$ cat config.mk
export PLATFORM = sky130hd
export DESIGN_NAME = serial_adder
export DESIGN_NICKNAME = d
export VERILOG_FILES = /design/src/rtl/serial_adder.sv
export SDC_FILE = /design/constraint.sdc
export NUM_CORES = 1
export LEC_CHECK = 0
export CORE_ASPECT_RATIO = 0.5
export CORE_MARGIN = 4
export CORE_UTILIZATION = 45
export CTS_CLUSTER_DIAMETER = 50
export DETAILED_ROUTE_END_ITERATION = 7
export PLACE_DENSITY = 0.74
export SLEW_MARGIN = 20
export SYNTH_ARGS = -nofsm -noshare
export SYNTH_HDL_FRONTEND = slang
export SYNTH_SLANG_ARGS = --single-unit
$ cat constraint.sdc
create_clock -name CLK -period 1.15 [get_ports CLK]
set_input_delay 0.1725 -clock CLK [delete_from_list [all_inputs] [get_ports CLK]]
set_output_delay 0.1725 -clock CLK [all_outputs]
set_load 0.005 [all_outputs]
$ cat src/rtl/serial_adder.sv
// Bit-serial adder/subtractor: one full-adder stage per clock, LSB first.
// A+B+Cin (SUB=0) or A-B-Cin (SUB=1) over WIDTH cycles, with a one-cycle DONE pulse.
// Optional feature: define SERIAL_ADDER_OVF_EN to add the OVF port, which reports signed overflow.
module serial_adder #(
  parameter int WIDTH = 8
) (
  input  logic             CLK,
  input  logic             RST,
  input  logic             START,
  input  logic [WIDTH-1:0] A,
  input  logic [WIDTH-1:0] B,
  input  logic             Cin,
  input  logic             SUB,
  output logic             BUSY,
  output logic [WIDTH-1:0] SUM,
  output logic             COUT,
  output logic             DONE
`ifdef SERIAL_ADDER_OVF_EN
  ,
  output logic             OVF
`endif
);

  localparam int CW = (WIDTH > 1) ? $clog2(WIDTH) : 1;

  typedef enum logic [1:0] {IDLE, RUN, FIN} state_t;

  state_t           state_q, state_d;
  logic             load, step, last;
  logic [CW-1:0]    cnt_q;
  logic [WIDTH-1:0] a_q, b_q, r_q, r_next;
  logic             carry_q;
  logic             s_bit, c_bit;

  // One full-adder stage; returns {carry_out, sum}.
  function automatic logic [1:0] full_add(input logic x, input logic y, input logic c);
    full_add = {(x & y) | (x & c) | (y & c), x ^ y ^ c};
  endfunction

  assign last = (cnt_q == CW'(WIDTH - 1));
  assign {c_bit, s_bit} = full_add(a_q[0], b_q[0], carry_q);
  // New sum bit enters at the MSB, so after WIDTH shifts bit 0 sits at the LSB.
  assign r_next = (r_q >> 1) | (WIDTH'(s_bit) << (WIDTH - 1));

  // State register.
  always_ff @(posedge CLK) begin
    if (RST) state_q <= IDLE;
    else     state_q <= state_d;
  end

  // Next-state and control decode; START is only honoured in IDLE or FIN.
  always_comb begin
    state_d = state_q;
    load    = 1'b0;
    step    = 1'b0;
    BUSY    = 1'b0;
    DONE    = 1'b0;
    case (state_q)
      IDLE: begin
        if (START) begin
          load    = 1'b1;
          state_d = RUN;
        end
      end
      RUN: begin
        BUSY = 1'b1;
        step = 1'b1;
        if (last) state_d = FIN;
      end
      FIN: begin
        DONE = 1'b1;
        if (START) begin
          load    = 1'b1;
          state_d = RUN;
        end else begin
          state_d = IDLE;
        end
      end
      default: state_d = IDLE;
    endcase
  end

  // Operand capture, per-bit shifting and publication of the finished result.
  // Subtraction is A + ~B + ~Cin, so the inversion happens once at capture time.
  always_ff @(posedge CLK) begin
    if (RST) begin
      a_q     <= '0;
      b_q     <= '0;
      r_q     <= '0;
      carry_q <= 1'b0;
      cnt_q   <= '0;
      SUM     <= '0;
      COUT    <= 1'b0;
`ifdef SERIAL_ADDER_OVF_EN
      OVF     <= 1'b0;
`endif
    end else if (load) begin
      a_q     <= A;
      b_q     <= B ^ {WIDTH{SUB}};
      carry_q <= Cin ^ SUB;
      r_q     <= '0;
      cnt_q   <= '0;
    end else if (step) begin
      a_q     <= a_q >> 1;
      b_q     <= b_q >> 1;
      r_q     <= r_next;
      carry_q <= c_bit;
      cnt_q   <= last ? '0 : cnt_q + CW'(1);
      if (last) begin
        SUM  <= r_next;
        COUT <= c_bit;
`ifdef SERIAL_ADDER_OVF_EN
        // carry_q is still the carry into the MSB stage here.
        OVF  <= carry_q ^ c_bit;
`endif
      end
    end
  end

endmodule

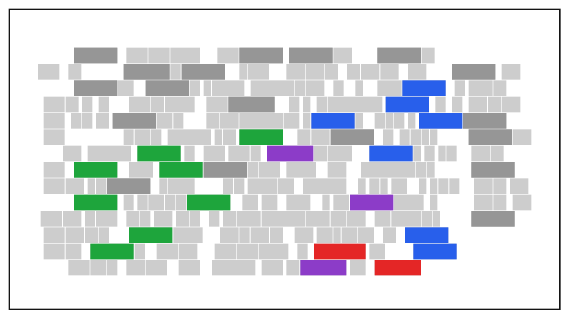
*Register map, names as in the netlist*
Drawn at 6 px/um.
Key: blue = r_q [flops 7]; red = state_q [flops 2]; purple = cnt_q [flops 3]; green = b_q [flops 8]

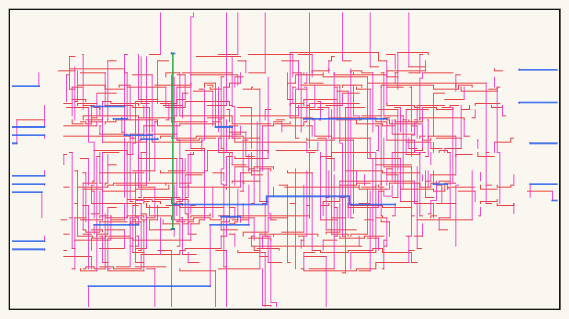
*Metal layers overlaid*
Drawn at 6 px/um.
Key: magenta = M2 [wire length 2000 um]; blue = M3 [wire length 175 um]; green = M4 [wire length 29.2 um]; red = M1 [wire length 1570 um]

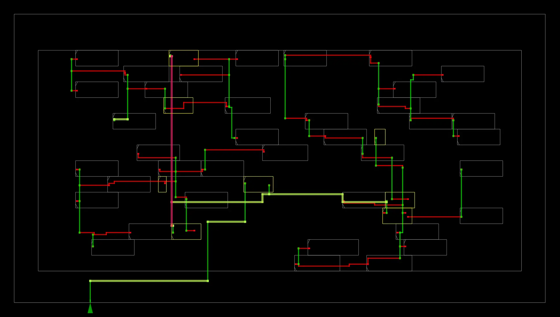
*The clock network*
clock buffer count from CTS: 5
reported clock group power: 0.000948 W
registers: 38

==> impl.org <==
* Flow results

** Detailed routing
- TritonRoute pass-1 iters :: 4
- Drt via density :: 5.292
- The detailed router finished its first iteration with 35 violations.
- Vias :: 1487

** Final timing
- The end-of-flow timing check tallies setup violations at 12.
- The critical path in the final layout is reported with a setup slack of -0.1054 ns.
- Slew Limit Headroom :: 0.8207
- Min Hold Slack :: 0.4557 ns
- For the pin with the worst max-slew slack, the measured transition is 0.2680 ns.

** Finish
- Filler cells :: 243
- Counting only logic cells after layout, the most numerous master is dfxtp_1.
- Final nets :: 256
- The layout stage reports a final design area of 2372 um^2.
- Number of antenna repair diodes :: 0
- The sequential cells in the finished layout cover a total of 770.7 um^2.

** Yosys
- Adder Area Share :: 0.02871
- Warnings from Yosys :: 0
- Of the synthesized area, sequential elements account for 0.4848.
- Number of synthesized register bits :: 38
- Area share of the largest cell type after synthesis :: 0.4848
- Dominant combinational cell family by area after synthesis :: simple AND/OR/NAND/NOR gates

** Outcome
- The final reports fail on negative setup slack.
- Run status :: finished with violations

** GRT
- The initial antenna violation count came to 0.
- The number of global-route vias before repair came to 1336.

** Floorplan
- Row count :: 14
- The chip occupies 4553 um^2.

** Pwr
- Of the total power, registers draw 0.492.
- The worst VDD IR drop from the latest analysis is 0.6485 mV.
- The power report attributes to the combinational group a share of 0.181.

** Clock tree
- H-tree Lvls :: 2
- Latest clock arrival within the worst-skew pair :: 0.29 ns
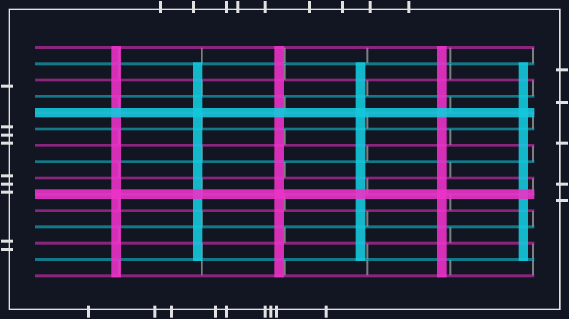
*Floorplan with the power grid*
Drawn at 6 px/um. Pins as bars on the die edge. Tap cells in grey.
Key: magenta = VSS; cyan = VDD
6 straps on met4. 32 signal pins sit on the boundary. The core has 14 rows.
die x size: 91.51 um
die outline height: 49.76 um

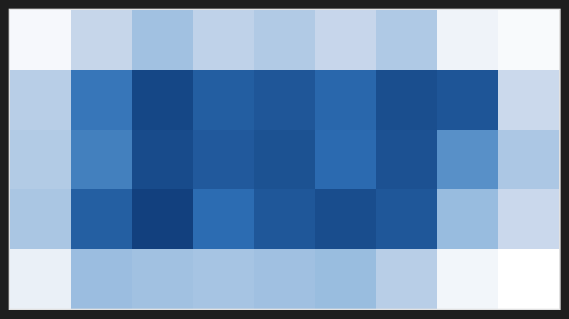
*Cell area per tile*
Drawn at 6 px/um. The die is cut into 9 by 5 equal tiles; white is low, dark blue is high, 0 to 100% covered.
The fullest tile reaches 93%. 2.2% of the tiles are nearly empty. The mean over all tiles is 51%. The emptiest ninth of the die: lower right. The densest ninth of the die: centre. 38% of the tiles are over 75% full.
fp_density: 0.4949
total core area: 3171 um^2
fin util: 0.7482

## sequential cells by signal, indices dropped and copies added (netlist names)
name,flops
b_q,8
a_q,8
r_q,7
carry_q,1
cnt_q,3
COUT,1
SUM,8
state_q,2
## power groups by stage
| stage | sequential, W | clock [W] | combinational (W) |
|---|---|---|---|
| 2_1_floorplan | 0.00144 | 0 | 0.000262 |
| 3_3_place_gp | 0.00145 | 0 | 0.000431 |
| 3_5_place_dp | 0.00145 | 0 | 0.000442 |
| 4_1_cts | 0.00142 | 0.000960 | 0.000453 |
| 5_1_grt | 0.00144 | 0.00103 | 0.000573 |
| 6_report | 0.00143 | 0.000948 | 0.000527 |
## metrics by stage
step	setup slack, ns	cells	setup TNS (ns)
global route	-0.1829	281	-1.837
CTS	-0.1552	277	-1.048
finish	-0.1054	281	-0.7982
global placement	-0.1574	269	-3.931
detailed placement	-0.1838	269	-4.492
floorplan	-0.01595	184	-0.07942
## cells by family after synthesis
group                    after synthesis
AND-OR/OR-AND                         39
flip-flops                            38
AND/OR/NAND/NOR                       77
buffers and inverters                 17
XOR/XNOR                               9
adder cells (fa/ha/maj)                3
multiplexers                           1
## per-layer routing
layer | wire length, um | up-vias | GRT usage
met1 | 1568 | 709 | 0.1803
met3 | 175 | 3 | 0.04559
met5 | 0 | - | 0
met4 | 29 | 0 | 0.05250
met2 | 2001 | 42 | 0.3047
li1 | - | 733 | -
## layout make-up
cell class | instances | area share
inverter | 1 | 0.002637
sequential | 38 | 0.3249
tap | 48 | 0.02532
clock buffer | 7 | 0.03639
timing repair buffer | 57 | 0.2416
multi-input combinational | 129 | 0.3671
clock inverter | 1 | 0.002110
## final timing paths
check / startpoint / end / slack, ns / cells after the start
max: cnt_q[1] / SUM[6] / -0.11 / 6
min: SUM[2] / SUM[2] / 0.46 / 2
max reg2reg: cnt_q[1] / SUM[6] / -0.11 / 6
min reg2reg: SUM[2] / SUM[2] / 0.46 / 2
## synth_stat cells
cell type  instances
a21oi_1           23
buf_6              2
nor3_1            23
a311oi_1           1
dfxtp_1           38
mux2i_1            1
o22ai_1           11
a22oi_1            3
clkinv_1           1
o21a_1             1
nor2b_1            2
fa_1               1
ha_1               2
nand3_1           13
nand2_1           30
nand2b_1           3
nand3b_1           2
buf_4              1
or3_1              1
buf_1              3
nor2_1             3
xor2_1             9
buf_2             10
## repair_timing
action | CTS | global route
setup endpoints to repair | 35 | 39
setup buffers | 0 | 4
gates resized | 32 | 39
gates cloned | 0 | 0
pin swaps | 12 | 2
## critical path, cell delays in order (launching register included)
cell and delay [ns]:
dfxtp_2 0.34, ha_4 0.16, ha_4 0.17, nand3b_1 0.19, buf_6 0.16, nand2_2 0.06, a21oi_2 0.12
Power figures rest on the tool's default switching activity, not on a simulated workload.
